final_congestion.png
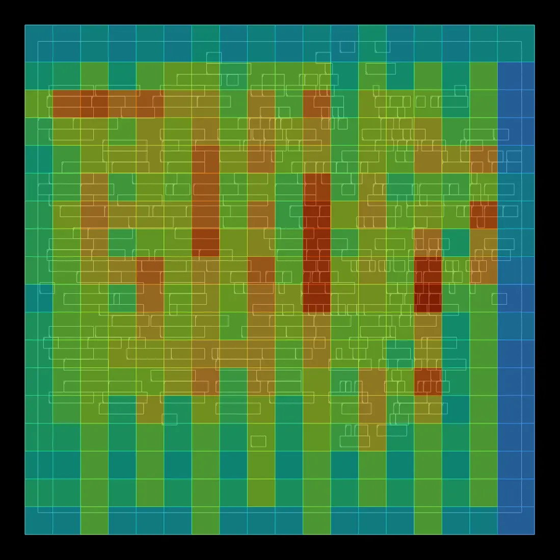
density.png
Bar = 50 µm. The die is cut into 13 by 13 equal tiles; black is low, pale yellow is high, 0 to 100% covered.
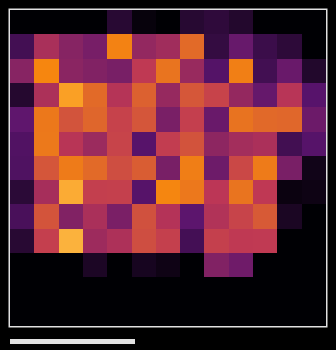
`src/rtl/uart_tx_fifo.sv`:
```
// ---------------------------------------------------------------------------
// uart_tx_fifo
//
// UART transmitter with an input byte FIFO. Bytes arrive over a valid/ready
// handshake, are queued in a small circular buffer, and are serialised
// LSB-first at CLKS_PER_BIT clock cycles per line bit. Queued frames are sent
// back to back: the next start bit follows the last stop-bit cycle directly.
//
// Build option:
//   UART_TX_PARITY_EN  when defined, an even-parity bit is inserted between
//                      the data bits and the stop bit (8E1, 11-bit frame).
//                      When undefined the frame is 8N1 (10 bits).
//
// Parameters:
//   CLK_FREQ      system clock frequency in Hz
//   BAUD          line rate in bits/s
//   CLKS_PER_BIT  clock cycles per line bit (>= 2)
//   FIFO_DEPTH    FIFO entries (power of two, >= 2)
//
// Ports:
//   clk         system clock, rising edge
//   rst         synchronous active-high reset
//   tx_data     byte offered by the producer
//   tx_valid    producer offers tx_data this cycle
//   tx_ready    FIFO has room (registered count != FIFO_DEPTH)
//   tx          serial line, idle high, registered
//   busy        serialiser is not idle
//   fifo_count  bytes queued, not counting the one being shifted out
// ---------------------------------------------------------------------------
module uart_tx_fifo #(
    parameter int CLK_FREQ     = 100000000,
    parameter int BAUD         = 115200,
    parameter int CLKS_PER_BIT = CLK_FREQ / BAUD,
    parameter int FIFO_DEPTH   = 8
) (
    input  logic                              clk,
    input  logic                              rst,
    input  logic [7:0]                        tx_data,
    input  logic                              tx_valid,
    output logic                              tx_ready,
    output logic                              tx,
    output logic                              busy,
    output logic [$clog2(FIFO_DEPTH+1)-1:0]   fifo_count
);

    localparam int PTR_W  = $clog2(FIFO_DEPTH);
    localparam int CNT_W  = $clog2(FIFO_DEPTH + 1);
    localparam int BAUD_W = $clog2(CLKS_PER_BIT);

    localparam logic [BAUD_W-1:0] BAUD_LAST  = BAUD_W'(CLKS_PER_BIT - 1);
    localparam logic [CNT_W-1:0]  COUNT_FULL = CNT_W'(FIFO_DEPTH);

    typedef enum logic [2:0] {
        ST_IDLE,
        ST_START,
        ST_DATA,
        ST_PARITY,
        ST_STOP
    } state_t;

    // FIFO storage and bookkeeping
    logic [7:0]        mem [FIFO_DEPTH];
    logic [PTR_W-1:0]  wr_ptr_reg;
    logic [PTR_W-1:0]  rd_ptr_reg;
    logic [CNT_W-1:0]  count_reg;

    // Serialiser state
    state_t            state_reg;
    state_t            state_next;
    logic [BAUD_W-1:0] baud_reg;
    logic [BAUD_W-1:0] baud_next;
    logic [2:0]        bit_idx_reg;
    logic [2:0]        bit_idx_next;
    logic [7:0]        shift_reg;
    logic [7:0]        shift_next;
    logic              tx_reg;
    logic              tx_next;

`ifdef UART_TX_PARITY_EN
    // Parity is captured at pop time because the shift register is consumed
    // while the data bits go out.
    logic              parity_reg;
`endif

    logic push;
    logic pop;
    logic baud_end;

    assign tx_ready   = (count_reg != COUNT_FULL);
    assign push       = tx_valid && tx_ready;
    assign baud_end   = (baud_reg == BAUD_LAST);

    assign tx         = tx_reg;
    assign busy       = (state_reg != ST_IDLE);
    assign fifo_count = count_reg;

    // Next-state logic. tx_next is the line level for the state being
    // entered, so the registered tx changes on the same edge as the state.
    always_comb begin
        state_next   = state_reg;
        baud_next    = baud_reg + BAUD_W'(1);
        bit_idx_next = bit_idx_reg;
        shift_next   = shift_reg;
        tx_next      = tx_reg;
        pop          = 1'b0;

        case (state_reg)
            ST_IDLE: begin
                baud_next = '0;
                tx_next   = 1'b1;
                if (count_reg != '0) begin
                    pop        = 1'b1;
                    tx_next    = 1'b0;
                    state_next = ST_START;
                end
            end

            ST_START: begin
                if (baud_end) begin
                    baud_next    = '0;
                    bit_idx_next = '0;
                    tx_next      = shift_reg[0];
                    state_next   = ST_DATA;
                end
            end

            ST_DATA: begin
                if (baud_end) begin
                    baud_next = '0;
                    if (bit_idx_reg == 3'd7) begin
`ifdef UART_TX_PARITY_EN
                        tx_next    = parity_reg;
                        state_next = ST_PARITY;
`else
                        tx_next    = 1'b1;
                        state_next = ST_STOP;
`endif
                    end else begin
                        bit_idx_next = bit_idx_reg + 3'd1;
                        shift_next   = {1'b0, shift_reg[7:1]};
                        // Bit 1 becomes bit 0 after this shift.
                        tx_next      = shift_reg[1];
                    end
                end
            end

`ifdef UART_TX_PARITY_EN
            ST_PARITY: begin
                if (baud_end) begin
                    baud_next  = '0;
                    tx_next    = 1'b1;
                    state_next = ST_STOP;
                end
            end
`endif

            ST_STOP: begin
                if (baud_end) begin
                    baud_next = '0;
                    // Chain straight into the next start bit when more
                    // bytes are waiting, so there is no idle gap.
                    if (count_reg != '0) begin
                        pop        = 1'b1;
                        tx_next    = 1'b0;
                        state_next = ST_START;
                    end else begin
                        tx_next    = 1'b1;
                        state_next = ST_IDLE;
                    end
                end
            end

            default: begin
                baud_next  = '0;
                tx_next    = 1'b1;
                state_next = ST_IDLE;
            end
        endcase
    end

    // Control registers, pointers and count.
    always_ff @(posedge clk) begin
        if (rst) begin
            state_reg   <= ST_IDLE;
            baud_reg    <= '0;
            bit_idx_reg <= '0;
            shift_reg   <= '0;
            tx_reg      <= 1'b1;
            wr_ptr_reg  <= '0;
            rd_ptr_reg  <= '0;
            count_reg   <= '0;
`ifdef UART_TX_PARITY_EN
            parity_reg  <= 1'b0;
`endif
        end else begin
            state_reg   <= state_next;
            baud_reg    <= baud_next;
            bit_idx_reg <= bit_idx_next;
            tx_reg      <= tx_next;

            // A pop only happens with a non-empty FIFO, so the entry read
            // here was written on an earlier edge.
            if (pop) begin
                shift_reg  <= mem[rd_ptr_reg];
                rd_ptr_reg <= rd_ptr_reg + PTR_W'(1);
`ifdef UART_TX_PARITY_EN
                parity_reg <= ^mem[rd_ptr_reg];
`endif
            end else begin
                shift_reg  <= shift_next;
            end

            if (push) begin
                wr_ptr_reg <= wr_ptr_reg + PTR_W'(1);
            end

            case ({push, pop})
                2'b10:   count_reg <= count_reg + CNT_W'(1);
                2'b01:   count_reg <= count_reg - CNT_W'(1);
                default: count_reg <= count_reg;
            endcase
        end
    end

    // Storage array kept free of reset so it maps onto RAM.
    always_ff @(posedge clk) begin
        if (push && !rst) begin
            mem[wr_ptr_reg] <= tx_data;
        end
    end

endmodule
```
`config.mk`:
```
export PLATFORM = sky130hd
export DESIGN_NAME = uart_tx_fifo
export DESIGN_NICKNAME = d
export VERILOG_FILES = /design/src/rtl/uart_tx_fifo.sv
export SDC_FILE = /design/constraint.sdc
export NUM_CORES = 1
export LEC_CHECK = 0
export CORE_MARGIN = 3
export CORE_UTILIZATION = 30
export DETAILED_ROUTE_END_ITERATION = 8
export PLACE_DENSITY_LB_ADDON = 0.2
export SLEW_MARGIN = 30
export SYNTH_ARGS = -nofsm -noshare
export SYNTH_HDL_FRONTEND = slang
export SYNTH_SLANG_ARGS = --single-unit
```
`constraint.sdc`:
```
create_clock -name clk -period 3.3 [get_ports clk]
set_input_delay 0.495 -clock clk [delete_from_list [all_inputs] [get_ports clk]]
set_output_delay 0.495 -clock clk [all_outputs]
set_load 0.05 [all_outputs]
```
==> job_summary.md <==
### Flow metrics

| Metric | Value |
|---|---|
| Leak Pwr | `1.62 nW` |
| Combinational power | `1.01 mW` |
| Post-synth seq share | `61.6%` |
| Start point of the worst hold path | `baud_reg[0]$_SDFF_PP0_` |
| Maxcap violations | `0` |
| Setup_tns | `0 ns` |
| Pre-antenna DRT Iters | `4` |
| RSZ-0062 raised after global routing | `false` |
| Switching Share | `31.8%` |
| Levels on crit path | `12` |
| DP Wirelength | `5480 µm` |
| Top Usage Layer GRT | `met2` |
| Relative slew slack | `46.5%` |
| Clk network pwr share | `27.3%` |
| H-tree levels | `3` |
| Rows | `43` |
| Global route overflow | `0` |
| CTS clk-pin slew, worst paths | `0.07 ns` |
| Initial antenna violation count | `0` |
| FF-to-FF path depth | `12` |
| Count leader, synth | `edfxtp_1` |
| WP data required | `3.58 ns` |
| Total clock sinks | `102` |
| Sequential Power Share | `44.5%` |
| Final clock skew | `0.00555 ns` |
| Top cells by count | `64 x edfxtp_1, 38 x dfxtp_1, 18 x nor2_1` |
| Count of cell types in the netlist | `49` |
| Pin count of the biggest net entering global routing | `33` |
| Max reg flops | `64` |
| YS chip area | `4360 µm²` |
| Yosys stat cell total | `316` |
| Synth flops | `102` |
| Cell mode on critical path | `ha_1` |
| Clock group power | `0.978 mW` |
| Resized Gates After CTS | `0` |
| Reg-to-Reg Start | `baud_reg[0]$_SDFF_PP0_` |
| Startpoint Class | `flop` |
| Final period util | `85.4%` |
| Hold Path Cell Cnt | `1` |
| CP bufs+invs | `1` |
| GRT met1 Usage | `15.2%` |
| Fin. max-slew vios | `0` |
| DR WL met2 | `4100 µm` |
| P_seq | `1.59 mW` |
| # placed instances | `507` |
| Gate Count Post-Synth | `316` |
| GP Congestion | `0.755` |
| Number of buffers created by CTS | `9` |
| ANT nets after route | `0` |
| Hold Path Class | `reg -> reg` |
| Mapped cell area | `4360 µm²` |
| First-pass GRT wire length | `14,300 µm` |
| Root Buffer | `clkbuf_16` |
| Crit path launch | `baud_reg[0]$_SDFF_PP0_` |
| DRT iter0 DRCs | `177` |
| Post-cts hold buffer count | `0` |
| Delay-heaviest family, CP | `adder cells` |
| Status | `complete, no violations` |
| Post-layout worst setup margin | `0.481 ns` |
| Vias | `2,589` |
| Switching power | `1.14 mW` |
| Die X | `126 µm` |
| Top-area cell share | `44.1%` |
| Clk latency late pin | `0.34 ns` |
| Pwr Density | `707 nW/µm²` |
| Met3 wire length | `299 µm` |
| OpenROAD warning count | `27` |
| Critical-path cell list | `ha_1 -> nor3b_4 -> a31o_2 -> nand2_1 -> clkinv_1 -> ha_1 -> xor2_1 -> ha_1 -> a21oi_1 -> xor2_1 -> or3_1 -> a21oi_1` |
| Final Hold Vio Count | `0` |
| Fill cell count | `1,329` |
| Number of synthesized flops with an enable pin | `64` |
| Final hold slack | `0.472 ns` |
| Most area-hungry cell type in the Yosys netlist | `edfxtp_1` |
| Dpl ws | `0.495 ns` |
| Syn Area/Cell | `13.8 µm²` |
| Post-route minimum period | `2.82 ns` |
| Cell Area, Placed | `4790 µm²` |
| Post-Layout Cell Count | `523` |
| Crit path max fanout | `9` |
| Via-per-instance ratio | `4.95` |
| Die H | `126 µm` |
| Total die size | `16,000 µm²` |
| Final wirelength | `8660 µm` |
| Total power | `3.58 mW` |
| Final Setup Violations | `0` |
| R2R Setup Slk | `0.48 ns` |
| Fin nets | `357` |
-- final_congestion.png (at the start) --
Total GRT Usage: 11.4%
post-layout utilization of the core: 36.0%
met2 global-route usage: 18.3%
wire per inst: 16.6 µm

-- density.png (at the start) --
nearly empty tiles: 28%
tiles over 75% full: 1.8%
emptiest ninth of the die: lower right
fullest tile: 83%
mean over tiles: 30%
core area: 14,000 µm²
FP Util: 31.0%

logic make-up (layout without fill, tap and decap cells):
family                   Yosys count  in the layout  synth area share (%)
adder cells (fa/ha/maj)            8              8                  2.30
XOR/XNOR                          12             12                  2.41
buffers and inverters             26             53                  2.93
AND-OR/OR-AND                     40             40                  5.98
flip-flops                       102            102                  61.6
multiplexers                      26             26                  10.8
AND/OR/NAND/NOR                  102            102                  14.0
area by class of cell:
type | count | area [µm²] | share of cell area (%)
clock inverter | 6 | 43.8 | 0.865
multi-input combinational | 188 | 1580 | 31.3
inverter | 6 | 22.5 | 0.445
clock buffer | 10 | 229 | 4.52
tap | 180 | 225 | 4.45
sequential | 102 | 2680 | 53.0
timing repair buffer | 31 | 275 | 5.44
No activity file was given, so power comes from the tool's default toggle rates.
